<file path="config.mk">
export PLATFORM = sky130hd
export DESIGN_NAME = snake_cmd_sched
export DESIGN_NICKNAME = d
export VERILOG_FILES = /design/src/rtl/snake_pkg.sv /design/src/rtl/snake_cmd_fifo.sv /design/src/rtl/snake_cmd_sched.sv
export SDC_FILE = /design/constraint.sdc
export NUM_CORES = 1
export LEC_CHECK = 0
export ABC_CLOCK_PERIOD_IN_PS = 5850
export CAP_MARGIN = 10
export CORE_MARGIN = 1
export CORE_UTILIZATION = 40
export DETAILED_ROUTE_END_ITERATION = 12
export PLACE_DENSITY = 0.56
export SYNTH_ARGS = -nofsm -noshare
export SYNTH_HDL_FRONTEND = slang
export SYNTH_HIERARCHICAL = 1
export SYNTH_SLANG_ARGS = --single-unit
</file>
<file path="constraint.sdc">
create_clock -name clk100Mhz -period 5.85 [get_ports clk100Mhz]
set_input_delay 1.17 -clock clk100Mhz [delete_from_list [all_inputs] [get_ports clk100Mhz]]
set_output_delay 1.17 -clock clk100Mhz [all_outputs]
set_load 0.05 [all_outputs]
</file>
<file path="src/rtl/snake_pkg.sv">
// Shared scancodes, direction encoding and helpers for the snake command scheduler.
// Pure declarations: no latency, no flow control.
package snake_pkg;

  localparam logic [7:0] SC_START  = 8'h1B;
  localparam logic [7:0] SC_PAUSE  = 8'h4D;
  localparam logic [7:0] SC_RESUME = 8'h2D;
  localparam logic [7:0] SC_STOP   = 8'h76;
  localparam logic [7:0] SC_RT     = 8'h74;
  localparam logic [7:0] SC_LF     = 8'h6B;
  localparam logic [7:0] SC_UP     = 8'h75;
  localparam logic [7:0] SC_DN     = 8'h72;
  localparam logic [7:0] SC_EXT    = 8'hE0;
  localparam logic [7:0] SC_BRK    = 8'hF0;

  typedef enum logic [1:0] {
    DIR_RT = 2'd0,
    DIR_LF = 2'd1,
    DIR_UP = 2'd2,
    DIR_DN = 2'd3
  } dir_e;

  function automatic dir_e opp_dir(input dir_e d);
    case (d)
      DIR_RT:  opp_dir = DIR_LF;
      DIR_LF:  opp_dir = DIR_RT;
      DIR_UP:  opp_dir = DIR_DN;
      default: opp_dir = DIR_UP;
    endcase
  endfunction

endpackage

</file>
<file path="src/rtl/snake_cmd_fifo.sv">
// Show-ahead 2-bit direction queue; o_dat valid whenever !o_empty, pop/push take effect next edge.
// Push when full and pop when empty are ignored; i_flush empties it synchronously.
module snake_cmd_fifo #(
  parameter int DEPTH = 4
) (
  input  logic       i_clk,
  input  logic       i_rst,
  input  logic       i_flush,
  input  logic       i_push,
  input  logic [1:0] i_dat,
  input  logic       i_pop,
  output logic [1:0] o_dat,
  output logic       o_full,
  output logic       o_empty
);

  localparam int AW = $clog2(DEPTH);

  logic [1:0]    r_mem [DEPTH];
  logic [AW-1:0] r_wp;
  logic [AW-1:0] r_rp;
  logic [AW:0]   r_cnt;
  logic          w_push;
  logic          w_pop;

  assign o_full  = (r_cnt == (AW+1)'(DEPTH));
  assign o_empty = (r_cnt == '0);
  assign o_dat   = r_mem[r_rp];
  assign w_push  = i_push && !o_full;
  assign w_pop   = i_pop && !o_empty;

  // Pointers wrap naturally because DEPTH is a power of two.
  always_ff @(posedge i_clk) begin
    if (i_rst || i_flush) begin
      r_wp  <= '0;
      r_rp  <= '0;
      r_cnt <= '0;
    end else begin
      if (w_push) r_wp <= r_wp + 1'b1;
      if (w_pop)  r_rp <= r_rp + 1'b1;
      r_cnt <= r_cnt + {{AW{1'b0}}, w_push} - {{AW{1'b0}}, w_pop};
    end
  end

  always_ff @(posedge i_clk) begin
    if (w_push && !i_flush) r_mem[r_wp] <= i_dat;
  end

endmodule

</file>
<file path="src/rtl/snake_cmd_sched.sv">
// PS/2 scancode parser, game-mode FSM and queued direction updates for the snake game.
// Pulses appear one cycle after the final code byte or tick; excess direction keys are dropped.
module snake_cmd_sched
  import snake_pkg::*;
#(
  parameter int FIFO_DEPTH = 4
) (
  input  logic       clk100Mhz,
  input  logic       rst,
  input  logic       key_valid,
  input  logic [7:0] key_code,
  input  logic       tick,
  output logic       start,
  output logic       pause,
  output logic       resume,
  output logic       stop,
  output logic [1:0] dir,
  output logic       dir_upd,
  output logic       running,
  output logic       paused
);

  localparam logic [1:0] P_IDLE    = 2'd0;
  localparam logic [1:0] P_EXT     = 2'd1;
  localparam logic [1:0] P_BRK     = 2'd2;
  localparam logic [1:0] P_EXT_BRK = 2'd3;

  localparam logic [1:0] M_STOPPED = 2'd0;
  localparam logic [1:0] M_RUN     = 2'd1;
  localparam logic [1:0] M_PAUSED  = 2'd2;

  logic [1:0] r_pst;
  logic [1:0] r_mode;
  logic [7:0] r_held;
  dir_e       r_dir;
  dir_e       r_last;

  logic       w_ext;
  logic       w_known;
  logic [2:0] w_kidx;
  dir_e       w_kdir;
  logic       w_mk_byte;
  logic       w_bk_byte;
  logic       w_make;
  logic       w_brk;
  logic       w_start;
  logic       w_pause;
  logic       w_resume;
  logic       w_stop;
  logic       w_flush;
  logic       w_push;
  logic       w_pop;
  logic [1:0] w_head;
  logic       w_full;
  logic       w_empty;

  // EXT and EXT_BRK both carry the extended prefix in bit 0.
  assign w_ext = r_pst[0];

  // Held-bit index: commands 0..3, directions 4 + direction code.
  always_comb begin
    w_known = 1'b1;
    w_kidx  = 3'd0;
    case ({w_ext, key_code})
      {1'b0, SC_START}:  w_kidx = 3'd0;
      {1'b0, SC_PAUSE}:  w_kidx = 3'd1;
      {1'b0, SC_RESUME}: w_kidx = 3'd2;
      {1'b0, SC_STOP}:   w_kidx = 3'd3;
      {1'b1, SC_RT}:     w_kidx = {1'b1, DIR_RT};
      {1'b1, SC_LF}:     w_kidx = {1'b1, DIR_LF};
      {1'b1, SC_UP}:     w_kidx = {1'b1, DIR_UP};
      {1'b1, SC_DN}:     w_kidx = {1'b1, DIR_DN};
      default:           w_known = 1'b0;
    endcase
  end

  assign w_kdir    = dir_e'(w_kidx[1:0]);
  assign w_mk_byte = key_valid && key_code != SC_BRK &&
                     (r_pst == P_EXT || (r_pst == P_IDLE && key_code != SC_EXT));
  assign w_bk_byte = key_valid && (r_pst == P_BRK || r_pst == P_EXT_BRK);
  assign w_make    = w_mk_byte && w_known && !r_held[w_kidx];
  assign w_brk     = w_bk_byte && w_known;

  assign w_start  = w_make && w_kidx == 3'd0;
  assign w_pause  = w_make && w_kidx == 3'd1 && r_mode == M_RUN;
  assign w_resume = w_make && w_kidx == 3'd2 && r_mode == M_PAUSED;
  assign w_stop   = w_make && w_kidx == 3'd3;
  assign w_flush  = w_start || w_stop;

  assign w_push = w_make && w_kidx[2] && r_mode == M_RUN && w_kdir != r_last &&
                  w_kdir != opp_dir(r_last) && !w_full;
  assign w_pop  = tick && r_mode == M_RUN && !w_empty && !w_flush;

  snake_cmd_fifo #(
    .DEPTH(FIFO_DEPTH)
  ) u_fifo (
    .i_clk   (clk100Mhz),
    .i_rst   (rst),
    .i_flush (w_flush),
    .i_push  (w_push),
    .i_dat   (w_kdir),
    .i_pop   (w_pop),
    .o_dat   (w_head),
    .o_full  (w_full),
    .o_empty (w_empty)
  );

  always_ff @(posedge clk100Mhz) begin
    if (rst) begin
      r_pst <= P_IDLE;
    end else if (key_valid) begin
      case (r_pst)
        P_IDLE:  r_pst <= (key_code == SC_EXT) ? P_EXT :
                          (key_code == SC_BRK) ? P_BRK : P_IDLE;
        P_EXT:   r_pst <= (key_code == SC_BRK) ? P_EXT_BRK : P_IDLE;
        default: r_pst <= P_IDLE;
      endcase
    end
  end

  always_ff @(posedge clk100Mhz) begin
    if (rst) begin
      r_held <= '0;
    end else if (w_make) begin
      r_held[w_kidx] <= 1'b1;
    end else if (w_brk) begin
      r_held[w_kidx] <= 1'b0;
    end
  end

  always_ff @(posedge clk100Mhz) begin
    if (rst) begin
      r_mode  <= M_STOPPED;
      r_dir   <= DIR_RT;
      r_last  <= DIR_RT;
      start   <= 1'b0;
      pause   <= 1'b0;
      resume  <= 1'b0;
      stop    <= 1'b0;
      dir_upd <= 1'b0;
    end else begin
      start   <= w_start;
      pause   <= w_pause;
      resume  <= w_resume;
      stop    <= w_stop;
      dir_upd <= w_pop;
      if (w_start) begin
        r_mode <= M_RUN;
      end else if (w_stop) begin
        r_mode <= M_STOPPED;
      end else if (w_pause) begin
        r_mode <= M_PAUSED;
      end else if (w_resume) begin
        r_mode <= M_RUN;
      end
      if (w_start) begin
        r_dir <= DIR_RT;
      end else if (w_pop) begin
        r_dir <= dir_e'(w_head);
      end
      // After a stop flush nothing is pending, so the last accepted direction is the current one.
      if (w_start) begin
        r_last <= DIR_RT;
      end else if (w_stop) begin
        r_last <= r_dir;
      end else if (w_push) begin
        r_last <= w_kdir;
      end
    end
  end

  assign dir     = r_dir;
  assign running = (r_mode == M_RUN);
  assign paused  = (r_mode == M_PAUSED);

endmodule

</file>
run_1/pdn.png
Scale bar: 20 um. Pins as bars on the die edge.
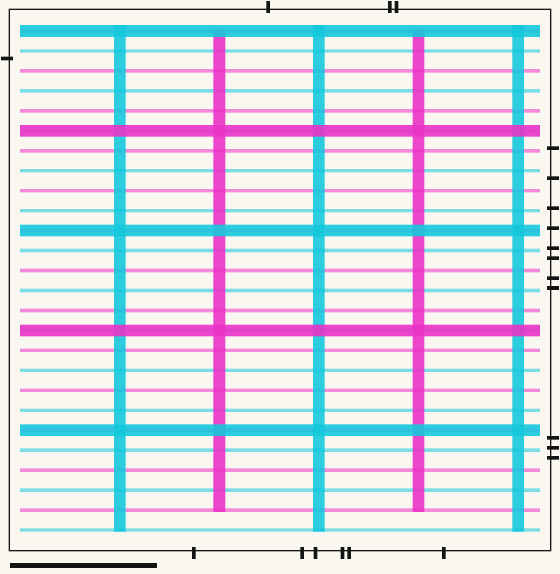
- VDD: magenta
- VSS: cyan
- met5 straps: 5
- rows: 25
- signal pins: 21
- met4 straps: 5
chip height: 73.6 um
Peak supply drop: 0.151 mV
area of the core: 0.00482 sq mm
die extent in x: 73.6 um

run_1/met2.png
Scale bar: 20 um.
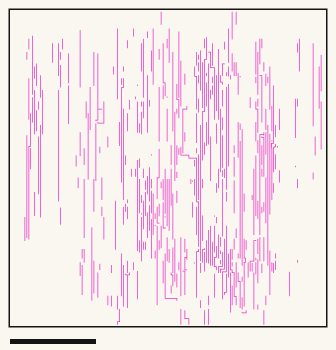
- main direction: vertical
- share of all routed wire: 47%
- longest straight run: 32.6 um
total routed wirelength: 4.86 mm
met2 Track Usage GR: 33.0%

run_1/met3.png
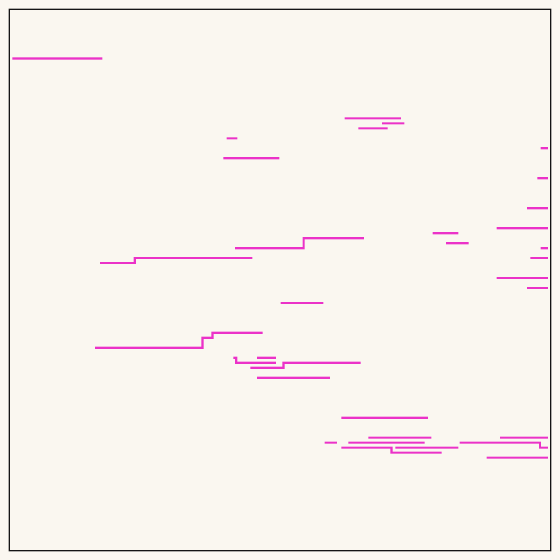
- nets with wire on the layer: 29
- main direction: horizontal
total via count in the routed design: 1755
fraction of met3 tracks used by global routing: 4.66%

==> COMMIT_EDITMSG, run 1 <==
Update PnR metrics after Yosys + OpenROAD run

- Counting I/O delays and the setup requirement, the final critical path takes 5.26 ns.
* First-pass GRT wire length: 8.15 mm
- Power share of the clock group: 43.5%
* Critical path launch point type: input pin
* Count of synthesis-stage warnings from yosys: 6
* Setup violation total in the final timing report: 0
- Post-synth the commonest register cell is dfxtp_1.
- The share of synthesized area in the top cell type comes to 28.3%.
- Part of the power in registers: 50.5%
- Aggregate global routing overflow: 0
- Proportion of synthesized flip-flops having asynchronous set or reset: 0%
- Maximum clock frequency: 190 MHz
* Number of instances resized during post-cts repair: 0
- Max-cap check violation count: 0
- Outcome: finished clean
- The placement summary gives the final routability congestion estimate as 0.819.
- Entering global routing, the biggest net connects 22 pins.
* Vias in the first global route: 1706
* Post-route design area: 0.00247 sq mm
* Number of buffers between clock root and the deepest sink: 2
- The CTS report gives the tree buffer count as 5.
- Top library cells by usage in the layout, fill and taps aside: dfxtp_1, nand2_1, clkdlybuf4s50_1
- Total half-perimeter wirelength after legalization and detailed placement: 3.56 mm
- The clock net in this run drives a total of 37 sinks.
- Net switching is 21.9% of the power.
* I/O pin total: 21
- After detailed routing, the number of vias per cell comes to 5.43.
* Critical Path Fanout Max: 7
- The count of buffers added on input and output ports is 20.
- The chip occupies 0.00541 sq mm.
- DRC violation count after routing: 0
- The internal power of the cells totals 402 uW.
- Number of logged tool warnings: 29
- GRT Util Overall: 20.1%
* Hold Violations, Final: 0
* Worst path required time: 6.04 ns
- Top logic cell by instance count in the layout: dfxtp_1
- Number of synthesized register bits: 37
- Summed over all failing endpoints, the final setup total negative slack is 0 ns.
- Proportion of layout cells with a drive suffix above 1: 10.2%
- Post-CTS timing repair inserted 0 buffers for setup.
* Psw: 113 uW
- CTS tree: built
- Yosys top cell by area: dfxtp_1
- In this run the layout overhead on the synthesized area is reported as 20.3%.
- Per the synthesis report, the number of distinct cell types is 56.
- For the pin with the worst max-slew slack, the measured transition is 0.828 ns.
- TritonRoute output was used to compute an average wire per cell of 15.0 um.
* Detailed Route Iter0 Violations: 204
* FP Core Util: 42.5%
* EDFF count, synth: 8
- Average cell area after synthesis: 9.03 sq um
- STA reports a reg2reg setup slack of 1.56 ns.
## run 1: final timing paths
check	startpoint	to	cells after the start
max	key_code[2]	u_fifo/r_cnt[2]	19
min	flip-flop	flip-flop	2
max reg2reg	r_pst[0]	u_fifo/r_cnt[2]	17
min reg2reg	flip-flop	flip-flop	2
## run 1: worst max-delay path: cells and delay by family
family,cells,cell delay (ns)
compound gates,4,1.10
xor+xnor,2,0.26
buf+inv,4,0.73
simple gates,6,1.37
fa+ha+maj,3,0.81
## run 1: cells in the mapped netlist, drive strengths merged, types with 2 or more instances
cell type	count
a21o	2
a21oi	16
a31oi	3
and2	4
and3	2
buf	6
clkbuf	2
dfxtp	29
edfxtp	8
ha	6
inv	12
mux2	2
mux2i	5
mux4	2
nand2	24
nand2b	8
nand3	8
nand3b	4
nand4	3
nand4b	3
nor2	16
nor2b	3
nor3	9
nor3b	5
nor4	2
nor4b	2
o21ai	11
o22ai	2
o41ai	3
or3	4
xnor2	3
## run 1: power by group through the flow
stage | Sequential [uW] | Clock [uW] | Combinational [uW]
5_1_grt | 260 | 240 | 33.5
6_report | 260 | 224 | 30.8
3_5_place_dp | 266 | 0 | 30.4
4_1_cts | 260 | 227 | 30.6
3_3_place_gp | 266 | 0 | 30.7
2_1_floorplan | 266 | 0 | 13.0
## run 1: routing by layer
| layer | share of wire (%) | wire length, um | up-vias |
|---|---|---|---|
| met5 | 0 | 0 | - |
| met4 | 0.86 | 42 | 0 |
| met3 | 5.1 | 246 | 4 |
| met2 | 47 | 2270 | 52 |
| met1 | 47 | 2310 | 823 |
| li1 | - | - | 876 |
## run 1: cells by family after synthesis
family | after synthesis | share of synthesized area, %
AND/OR/NAND/NOR | 104 | 28.7
AND-OR/OR-AND | 46 | 14.7
flip-flops | 37 | 40.0
buffers and inverters | 20 | 4.46
multiplexers | 9 | 5.74
adder cells (fa/ha/maj) | 7 | 4.64
XOR/XNOR | 4 | 1.71
## run 1: metrics by stage
step,instances,util [%],hold WS (ns),setup WS (ns)
global route,323,51.2,0.493,0.314
CTS,323,51.2,0.468,0.597
floorplan,227,-,0.429,0.715
global placement,315,48.9,0.461,0.327
detailed placement,315,48.9,0.453,0.297
finish,323,51.2,0.465,0.588
## run 1: area by class of cell
cell class / count / area (sq um)
clock inverters: 2 / 38.8
well taps: 67 / 83.8
inverters: 12 / 45.0
flip-flops and latches: 37 / 821
clock buffers: 6 / 72.6
fillers: 479 / 2350
multi-input cells: 170 / 1140
repair buffers: 29 / 268
run_1/final_clocks.png
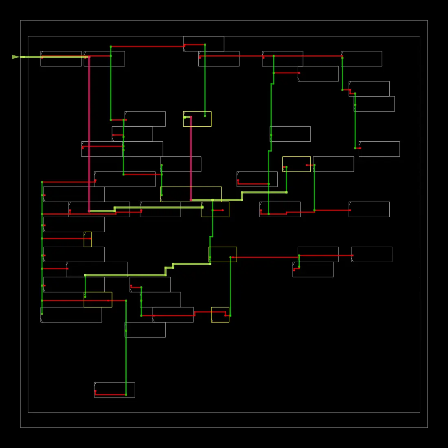

--- run 2 (diff from run 1) ---
--- a/config.mk
+++ b/config.mk
@@ -12,3 +12,4 @@
 export DETAILED_ROUTE_END_ITERATION = 12
-export PLACE_DENSITY = 0.56
+export DONT_BUFFER_PORTS = 1
+export PLACE_DENSITY = 0.5
 export SYNTH_ARGS = -nofsm -noshare
==> constraint.sdc (replaced) <==
create_clock -name clk100Mhz -period 5.85 [get_ports clk100Mhz]
set_input_delay 0.8775 -clock clk100Mhz [delete_from_list [all_inputs] [get_ports clk100Mhz]]
set_output_delay 0.8775 -clock clk100Mhz [all_outputs]
set_load 0.05 [all_outputs]
run_2/final_clocks.png
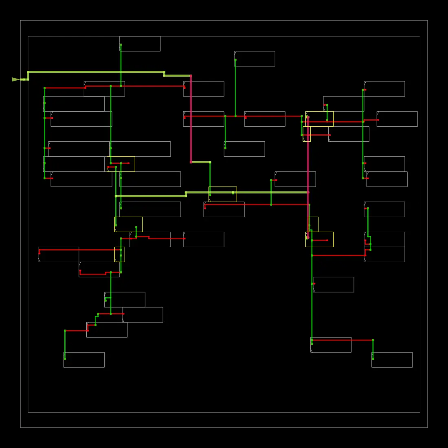
CTS sink count: 37
clock latency on the worst-skew pair: 0.28 ns

run_2/pdn.png
Scale bar: 20 um. Pins as bars on the die edge.
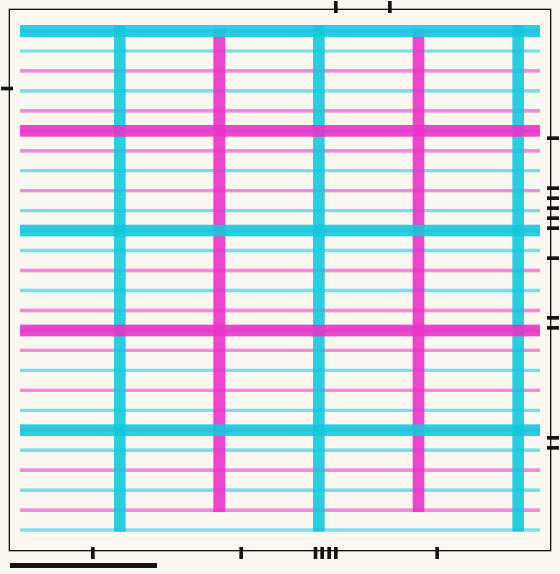
- VDD: magenta
- VSS: cyan
- met4 straps: 5
- signal pins: 21
- met1 rails: 26
- met5 straps: 5
Peak supply drop: 0.155 mV

==> run 2 against run 1 <==
- clock power shrank 25%
- combinational power shrank 57%
- synthesized cell count is the same
- setup slack gained 0.55 ns
- largest power group unchanged
==> COMMIT_EDITMSG, run 2 <==
Update PnR metrics after Yosys + OpenROAD run

- For the worst reg-to-reg path, the endpoint reported by OpenROAD is u_fifo/r_cnt[2].
- The violation tally recorded at the end of detailed-routing iteration 0 is 81.
- Combinational gate area: 0.00114 sq mm
* Chip area: 0.00541 sq mm
- Buffers added to address setup during post-CTS repair amount to 0.
* Met2 Track Usage GR: 27.3%
* Outcome: finished clean
- Post-route design area: 0.00220 sq mm
* Layout Area Growth over Synthesis: 7.33%
* Prevailing logic family in the synthesized netlist: simple AND/OR/NAND/NOR gates
* Power share of the clock group: 38.1%
- The global route stage reports its total congestion overflow as 0.
- Per the cell usage report, the commonest logic cell in the layout is dfxtp_1.
- The script extracted a net switching power of 93.5 uW.
* Port buffer count: 0
* Setup violation total in the final timing report: 0
- Number of instances resized during post-cts repair: 0
- EDFF count, synth: 8
- Count of synthesis-stage warnings from yosys: 6
- Critical Path Fanout Max: 11
- GRT Util Overall: 18.8%
- Proportion of layout cells with a drive suffix above 1: 9.09%
- Summing the areas of all and, or, nand and nor instances in the mapped netlist gives 28.7% of the synthesized area.
- STA puts the critical path data required time at 6.03 ns.
- Final period demand of the worst path: 4.72 ns
- The number of different library cells used by synthesis comes to 56.
- From bottom edge to top edge, the die measures 73.6 um.
- First-pass GRT wire length: 7.68 mm
- In the layout the commonest cells are dfxtp_1, nand2_1, nor2_1.
* Total via count in the routed design: 1699
- Max-cap violations in this run came to 0.
- The via count of the first global-routing pass came to 1542.
- In this run the register-to-register setup slack is 1.27 ns.
- The share of synthesized area in the top cell type comes to 28.3%.
- The routed design shows a wire length per standard cell of 15.6 um.
* Number of synthesized register bits: 37
- Total routed wirelength: 4.66 mm
- Logic depth along the worst register-to-register path is recorded as 18.
- Switching power as a fraction of the total was reported as 21.2%.
- Adding up every negative setup slack in the final design gives 0 ns.
- TritonCTS built the clock tree.
* Critical path launch point type: input pin
- TritonCTS created 5 clock buffers.
- Mux cell area share: 5.74%
- Die extent in x: 73.6 um
- Fraction of met3 tracks used by global routing: 4.25%
- According to the floorplan log, the row count is 25.
- Proportion of synthesized flip-flops having asynchronous set or reset: 0%
- Tightest Pin Transition: 0.996 ns
* Synth Area in XOR/XNOR: 1.71%
- Vias per Instance: 5.70
- I/O pin total: 21
* Startpoint of the worst-slack reg-to-reg timing path: r_pst[0]
* DRC violation count after routing: 0
* Total half-perimeter wirelength after legalization and detailed placement: 3.57 mm
- Post-synth the commonest register cell is dfxtp_1.
* Global route hottest layer: met1
- Area of the core: 0.00482 sq mm
- FP Core Util: 42.5%
- The commonest cells after synthesis are dfxtp_1, nand2_1, nor2_1, a21oi_1, inv_1.
* Post-synthesis cell type with the largest instance count: dfxtp_1
- Adder-cell share of the synthesized area: 4.64%
* Number of buffers between clock root and the deepest sink: 2
- Dividing the synthesized area by the synthesized cell count gives 9.03 sq um.
- Maximum clock frequency: 212 MHz
* Part of the power in registers: 58.9%
- The report gives the cell count of the worst hold path as 2.
- The number of nets handed over by synthesis was 246.
* Final Wtd Congestion: 0.846
- Total internal power: 348 uW
- Across the whole layout, storage elements account for 821 sq um.
- After Yosys synthesis, AND-OR and OR-AND compound gates account for 14.7% of the synthesized area.
* Largest net degree at the start of global routing: 22
- Number of logged tool warnings: 29
- In the final report, the number of hold violations comes to 0.
* Post-layout utilization of the core: 45.7%
* Yosys top cell by area: dfxtp_1
* Tally of filler cells in the layout: 491
run_2/met3.png
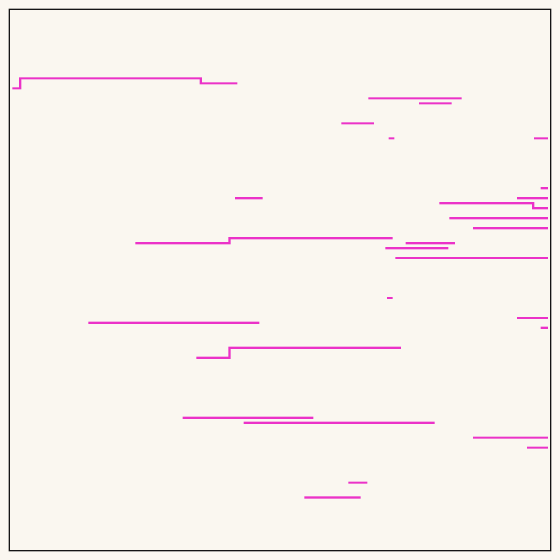
- longest straight run: 25.8 um
- wire length on this layer: 294 um
- share of all routed wire: 6.3%

run 2: netlist changes by cell type in the layout (fill, tap and decap cells not counted):
cell             before  now
clkinv_2              0    2
clkdlybuf4s50_1      20    0
clkinv_4              1    0
buf_4                 9    4
bufinv_16             1    0
run 2: kinds of logic (layout without fill, tap and decap cells):
| kind of cell | after synthesis | count (layout) |
|---|---|---|
| compound gates | 46 | 46 |
| simple gates | 104 | 104 |
| flops | 37 | 37 |
| buf+inv | 20 | 24 |
| fa+ha+maj | 7 | 7 |
| mux | 9 | 9 |
| xor+xnor | 4 | 4 |
run 2: routing by layer:
metal	up-vias	wire, um
met4	0	37
li1	830	-
met3	5	293
met1	818	2290
met2	46	2040
met5	-	0
run 2: cell type report:
type / instances / area share, %
clock buffer: 6 / 3.30
clock inverter: 2 / 0.455
inverter: 12 / 2.05
multi-input combinational: 170 / 51.7
sequential: 37 / 37.3
tap: 67 / 3.81
timing repair buffer: 4 / 1.37
run 2: worst max path at each step:
| stage | start | to | cells after the start |
|---|---|---|---|
| after global routing | key_code[5] | u_fifo/r_cnt[2] | 18 |
| after floorplan | key_code[4] | u_fifo/r_cnt[2] | 19 |
| after CTS | key_code[1] | u_fifo/r_cnt[2] | 18 |
| after detailed placement | key_code[1] | u_fifo/r_cnt[2] | 18 |
| final | key_code[1] | u_fifo/r_cnt[2] | 18 |
| after global placement | key_code[5] | u_fifo/r_cnt[2] | 18 |
run 2: through the flow:
stage          instances  power (uW)  setup WS (ns)  hold slack, ns
6_report             298         441           1.13           0.457
5_1_grt              298         460          0.947           0.468
4_1_cts              298         447           1.16           0.457
3_5_place_dp         290         279          0.860           0.447
3_3_place_gp         290         279          0.970           0.449
2_1_floorplan        227         279           1.01           0.429
run 2: power groups by stage:
| stage | sequential [uW] | combinational (uW) | clock (uW) |
|---|---|---|---|
| after floorplan | 266 | 13.0 | 0 |
| after global placement | 266 | 12.9 | 0 |
| after detailed placement | 266 | 12.9 | 0 |
| after CTS | 260 | 13.0 | 174 |
| after global routing | 260 | 14.5 | 186 |
| final | 260 | 13.2 | 168 |
run 2: worst max-delay path, cell delays in order:
cell and delay [ns]:
or3b_1 0.38, or4_4 0.51, a21oi_4 0.20, mux2_1 0.34, a211o_2 0.34, a21o_1 0.26
a21oi_1 0.16, buf_4 0.20, nor2_1 0.07, nor2b_1 0.18, ha_1 0.32, inv_1 0.06
ha_1 0.13, inv_1 0.05, fa_1 0.37, xnor2_1 0.15, xnor2_1 0.14, and2_1 0.15
No activity file was given, so power comes from the tool's default toggle rates.
